==> src/rtl/ddr3_pat_loader_pkg.sv <==
// ddr3_pat_loader_pkg: frame geometry, bus widths and FSM states shared by the pattern loader.
package ddr3_pat_loader_pkg;
  localparam int H_PIXELS = 1920;
  localparam int V_PIXELS = 1080;
  localparam int WORD_W = 256;
  localparam int FRAME_WORDS_DEF = H_PIXELS * V_PIXELS / WORD_W;
  localparam int DDR_AW = 22;
  localparam int MEM_AW = 13;
  typedef enum logic [1:0] {S_IDLE, S_ISSUE, S_DRAIN, S_DONE} state_t;
endpackage

==> src/rtl/ddr3_pat_loader.sv <==
// ddr3_pat_loader: copies one DMD pattern frame from DDR3 into on-chip memory with credit-limited burst reads.
module ddr3_pat_loader
  import ddr3_pat_loader_pkg::*;
#(
  parameter int FRAME_WORDS = FRAME_WORDS_DEF,
  parameter int BURST_LEN = 16,
  parameter int MAX_OUTSTANDING = 4
) (
  input  logic                ddr3_emif_clk,
  input  logic                ddr3_emif_rst_n,
  input  logic                start,
  input  logic [DDR_AW-1:0]   base_addr,
  output logic                busy,
  output logic                done,
  input  logic                ddr3_emif_ready,
  output logic                ddr3_emif_read,
  output logic [DDR_AW-1:0]   ddr3_emif_addr,
  output logic [4:0]          ddr3_emif_burst_count,
  output logic                ddr3_emif_write,
  output logic [WORD_W-1:0]   ddr3_emif_write_data,
  output logic [WORD_W/8-1:0] ddr3_emif_byte_enable,
  input  logic [WORD_W-1:0]   ddr3_emif_read_data,
  input  logic                ddr3_emif_rddata_valid,
  output logic                onchip_mem_write,
  output logic [MEM_AW-1:0]   onchip_mem_addr,
  output logic [WORD_W-1:0]   onchip_mem_write_data,
  output logic [WORD_W/8-1:0] onchip_mem_byte_enable,
  output logic                onchip_mem_chip_select,
  output logic                onchip_mem_clken
);
  localparam logic [13:0] FW = 14'(FRAME_WORDS);
  localparam logic [13:0] BL = 14'(BURST_LEN);
  localparam logic [13:0] CREDIT = 14'(MAX_OUTSTANDING * BURST_LEN);
  state_t state, state_n;
  logic [DDR_AW-1:0] base, base_n, addr_n;
  logic [13:0] req_cnt, req_n, wr_cnt, wr_n, req_nx, wr_nx, rem, len;
  logic [4:0] bc_n;
  logic read_n, mwr_n, wr_inc, acc, credit_ok;
  logic [MEM_AW-1:0] maddr_n;
  logic [WORD_W-1:0] mdata_n;
  assign busy = state == S_ISSUE || state == S_DRAIN;
  assign done = state == S_DONE;
  assign ddr3_emif_write = 1'b0;
  assign ddr3_emif_write_data = '0;
  assign ddr3_emif_byte_enable = '1;
  assign onchip_mem_byte_enable = '1;
  assign onchip_mem_chip_select = busy;
  assign onchip_mem_clken = 1'b1;
  // Credit is judged on counts as they will stand after this edge, so issue resumes the cycle a slot frees.
  always_comb begin
    acc = ddr3_emif_read && ddr3_emif_ready;
    wr_inc = busy && ddr3_emif_rddata_valid;
    wr_nx = wr_cnt + {13'd0, wr_inc};
    req_nx = req_cnt + (acc ? {9'd0, ddr3_emif_burst_count} : 14'd0);
    rem = FW - req_nx;
    len = rem > BL ? BL : rem;
    credit_ok = (req_nx - wr_nx) + len <= CREDIT;
    state_n = state;
    base_n = base;
    req_n = req_cnt;
    wr_n = wr_cnt;
    read_n = ddr3_emif_read;
    addr_n = ddr3_emif_addr;
    bc_n = ddr3_emif_burst_count;
    mwr_n = wr_inc;
    maddr_n = wr_inc ? wr_cnt[MEM_AW-1:0] : onchip_mem_addr;
    mdata_n = wr_inc ? ddr3_emif_read_data : onchip_mem_write_data;
    case (state)
      S_IDLE: if (start) begin
        state_n = S_ISSUE;
        base_n = base_addr;
        req_n = '0;
        wr_n = '0;
        read_n = 1'b1;
        addr_n = base_addr;
        bc_n = FW > BL ? BL[4:0] : FW[4:0];
      end
      S_ISSUE: begin
        req_n = req_nx;
        wr_n = wr_nx;
        if (acc || !ddr3_emif_read) begin
          if (req_nx == FW) begin
            state_n = S_DRAIN;
            read_n = 1'b0;
          end else begin
            read_n = credit_ok;
            addr_n = base + {8'd0, req_nx};
            bc_n = len[4:0];
          end
        end
      end
      S_DRAIN: begin
        wr_n = wr_nx;
        state_n = wr_cnt == FW ? S_DONE : S_DRAIN;
      end
      default: state_n = S_IDLE;
    endcase
  end
  always_ff @(posedge ddr3_emif_clk or negedge ddr3_emif_rst_n) begin
    if (!ddr3_emif_rst_n) begin
      state <= S_IDLE;
      base <= '0;
      req_cnt <= '0;
      wr_cnt <= '0;
      ddr3_emif_read <= 1'b0;
      ddr3_emif_addr <= '0;
      ddr3_emif_burst_count <= '0;
      onchip_mem_write <= 1'b0;
      onchip_mem_addr <= '0;
      onchip_mem_write_data <= '0;
    end else begin
      state <= state_n;
      base <= base_n;
      req_cnt <= req_n;
      wr_cnt <= wr_n;
      ddr3_emif_read <= read_n;
      ddr3_emif_addr <= addr_n;
      ddr3_emif_burst_count <= bc_n;
      onchip_mem_write <= mwr_n;
      onchip_mem_addr <= maddr_n;
      onchip_mem_write_data <= mdata_n;
    end
  end
endmodule

==> config.mk <==
export PLATFORM = sky130hd
export DESIGN_NAME = ddr3_pat_loader
export DESIGN_NICKNAME = d
export VERILOG_FILES = /design/src/rtl/ddr3_pat_loader_pkg.sv /design/src/rtl/ddr3_pat_loader.sv
export SDC_FILE = /design/constraint.sdc
export NUM_CORES = 1
export LEC_CHECK = 0
export CAP_MARGIN = 20
export CORE_AREA = 10 10 342 344
export CTS_CLUSTER_SIZE = 24
export DETAILED_ROUTE_END_ITERATION = 10
export DIE_AREA = 0 0 352 354
export GPL_TIMING_DRIVEN = 1
export RECOVER_POWER = 50
export SYNTH_ARGS = -nofsm -noshare
export SYNTH_HDL_FRONTEND = slang
export SYNTH_SLANG_ARGS = --single-unit
==> constraint.sdc <==
create_clock -name ddr3_emif_clk -period 7.55 [get_ports ddr3_emif_clk]
set_clock_uncertainty 0.05 [all_clocks]
set_input_delay 1.1325 -clock ddr3_emif_clk [delete_from_list [all_inputs] [get_ports ddr3_emif_clk]]
set_output_delay 1.1325 -clock ddr3_emif_clk [all_outputs]
set_load 0.01 [all_outputs]
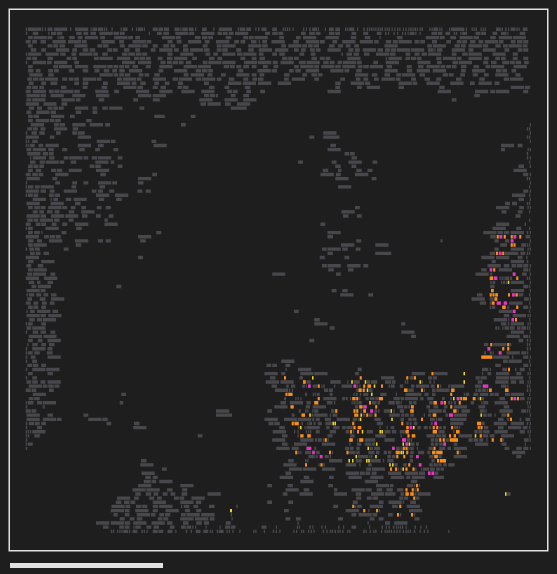
**Above:** run 1 (gate families picked out).
The bar under the picture is 100 µm long.
magenta -> AND and OR gates  # cells 36, most used and3_1
yellow -> inverters  # cells 43, most used inv_1
orange -> inverting AOI/OAI gates  # cells 151, most used o21ai_0

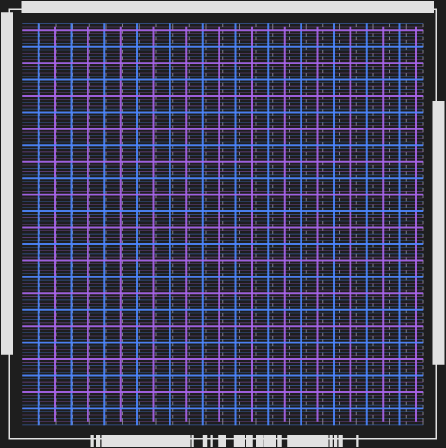
**Above:** run 1 (PDN straps and rails).
Pins as bars on the die edge. Tap cells in gray.
purple -> VDD
blue -> VSS
met1 rails = 123
met4 straps = 24
tap cells = 1488
met5 straps = 24
rows = 122

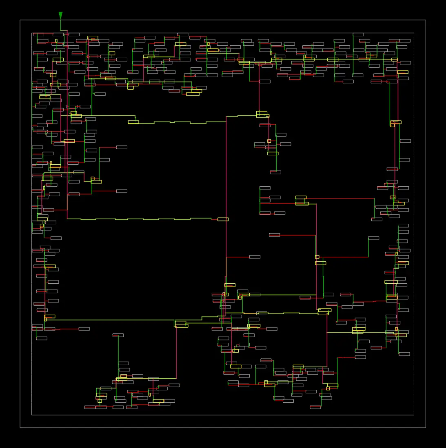
**Above:** run 1 (clock wiring as the flow saved it).
Clock Power: 0.00239 W
CTS sink cnt: 350
clkbuf count: 65
CTS buffer count: 48
clk_lat worst skew: 0.63 ns

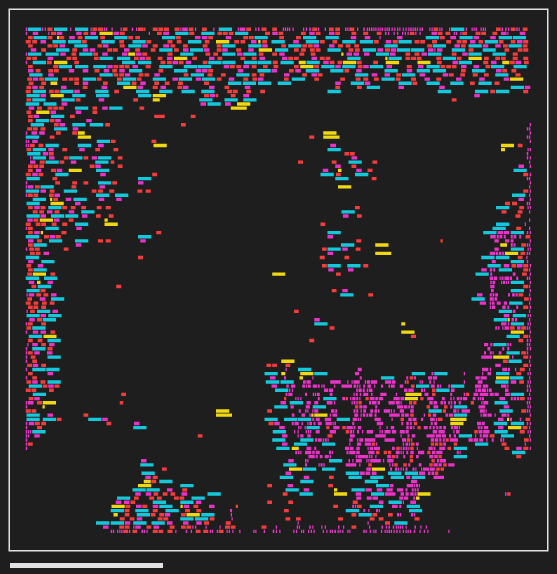
**Above:** run 1 (cells colored by class).
The bar under the picture is 100 µm long.
red -> other buffers and delay cells  # cells 645, share of their area 25%
magenta -> all other logic  # cells 1177, share of their area 33%
yellow -> clock drivers and dummy loads  # cells 85, share of their area 6.6%
cyan -> flip-flops  # cells 350, share of their area 35%

==> CHANGELOG.md, run 1 <==
### Implementation results

* Comb area share at about 30%
* GPL Wtd Cong at about 0.85
* Max-Cap Viols at 3
* Flop Count at 350
* Status: complete, but fails checks
* Final Cycle Share at 95.7%
* Worst slack, placed at -0.513 ns
* Worst setup path startpoint: ddr3_emif_ready
* Syn Area/Cell at 11.7 µm²
* Fin nets at 2556
* Tmin final at a little over 7 ns
* End of the critical path: ddr3_emif_read
* Fin util at between 20% and 30%
* Failing checks: max-capacitance violations, max-slew violations
* Seq share, synth at between 40% and 50%
* Switching portion of total power at ~30%
* Met1 WL at roughly 30000 µm
* Top Layout Cells: clkdlybuf4s50_1 (500), dfrtp_1 (350), conb_1 (330)
* CP startpoint kind: input pin
* Cell count in the Yosys report at around 1.6k
* Comb pwr at ~0.0014 W
* Max-slew violations at 232
* Most used logic cell in the final layout: clkdlybuf4s50_1
* Number of diodes at 4
* CTS HTree Levels at 2
* CTS tree: done
* Top reg by flops: onchip_mem_write_data
* Number of library cell types mapped by synthesis at roughly 75
* P_seq at 0.00218 W
* Worst Path Required at 8.07 ns
* Max reg flops at approximately 260
* Top pwr grp: clock
* Min Hold Slack at roughly 0.43 ns
* Largest net degree at the start of global routing at around 140
* Comb area at around 8100 µm²
**Run 1: routed clock nets over the placement**

The bar under the picture is 100 µm long.
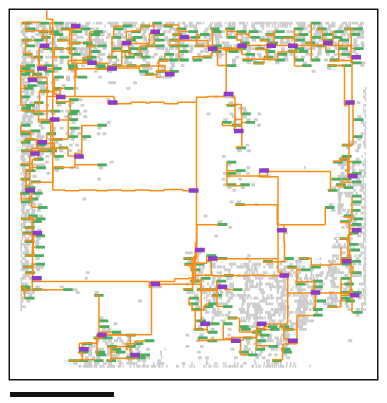

## Run 2: what changed since run 1
--- a/config.mk
+++ b/config.mk
@@ -5,11 +5,12 @@
 export SDC_FILE = /design/constraint.sdc
 export NUM_CORES = 1
 export LEC_CHECK = 0
+export ABC_AREA = 1
 export CAP_MARGIN = 20
-export CORE_AREA = 10 10 342 344
+export CORE_AREA = 10 10 341 343
 export CTS_CLUSTER_SIZE = 24
 export DETAILED_ROUTE_END_ITERATION = 10
-export DIE_AREA = 0 0 352 354
+export DIE_AREA = 0 0 351 353
 export GPL_TIMING_DRIVEN = 1
 export RECOVER_POWER = 50
 export SYNTH_ARGS = -nofsm -noshare
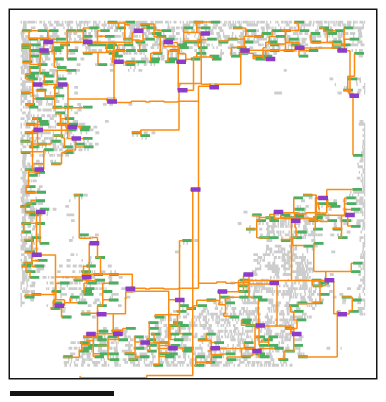
**Above:** run 2 (routed clock nets over the placement).
The bar under the picture is 100 µm long.
purple -> cells driving clock nets  # count 48
green -> flip-flops  # count 350
orange -> clock wires  # length 6750 µm
routed clock nets = 49
flops lie = widely spread

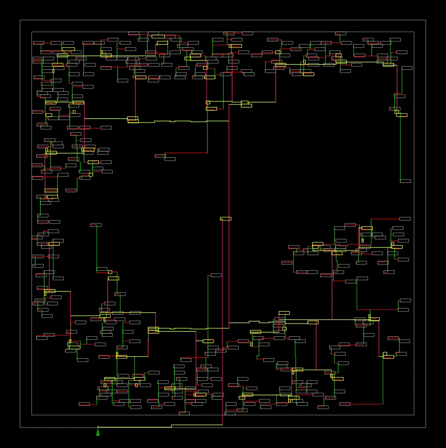
**Above:** run 2 (clock wiring as the flow saved it).
Clock Power: 0.00232 W
clk_lat worst skew: 0.61 ns
clkbuf count: 66
Flop Count: 350

==> run 2 against run 1 <==
Against the previous run:
- the flow still finishes with violations (max-capacitance violations, max-slew violations)
- non-clock buffer count is 50 lower
- hold slack worse by 0.0080 ns
- fmax is 16% higher
==> CHANGELOG.md, run 2 <==
### Implementation results

* First-pass GRT wire length at 110000 µm (was 106000 µm)
* Top reg by flops: onchip_mem_write_data (unchanged)
* Comb area at 8060 µm² (was 8130 µm²)
* CP startpoint kind: input pin (unchanged)
* Clock buf/inv share at 5.99% (was 6.18%)
* Fin util at 24.3% (was 24.4%)
* Syn Area/Cell at 8.01 µm² (was 11.7 µm²)
* Comb area share at 30.3% (was 30.2%)
* Number of diodes at 4 (unchanged)
* Min Hold Slack at 0.418 ns (was 0.426 ns)
* CTS HTree Levels at 2 (unchanged)
* Top Layout Cells: nand2_1 (1022), clkdlybuf4s50_1 (484), dfrtp_1 (350) (was clkdlybuf4s50_1 (500), dfrtp_1 (350), conb_1 (330))
* Status: complete, but fails checks (unchanged)
* Most used logic cell in the final layout: nand2_1 (was clkdlybuf4s50_1)
* Critical Path Stages at 33 (was 29)
* Switching portion of total power at 40.6% (was 29.9%)
* Worst slack, placed at 0.725 ns (was -0.513 ns)
* R2r endpoint: ddr3_emif_read (unchanged)
* GPL Wtd Cong at 0.850 (was 0.851)
* Number of library cell types mapped by synthesis at 42 (was 75)
* End of the critical path: ddr3_emif_read (unchanged)
* Max-Cap Viols at 4 (was 3)
* Tap Cells at 1426 (was 1488)
* Fin nets at 3255 (was 2556)
* Cell count in the Yosys report at 2345 (was 1577)
* P_seq at 0.00315 W (was 0.00218 W)
* Worst Path Required at 8.03 ns (was 8.07 ns)
* Final Cycle Share at 82.4% (was 95.7%)
* Internal power at 0.00607 W (was 0.00417 W)
* Max-slew violations at 392 (was 232)
* Tmin final at 6.22 ns (was 7.22 ns)
* CTS buffer count at 48 (unchanged)
* Comb pwr at 0.00474 W (was 0.00138 W)
* Max reg flops at 256 (unchanged)
* Top pwr grp: combinational logic (was clock)
* CTS sink cnt at 350 (unchanged)
* Failing checks: max-capacitance violations, max-slew violations (unchanged)
Power and IR drop assume default switching activity.
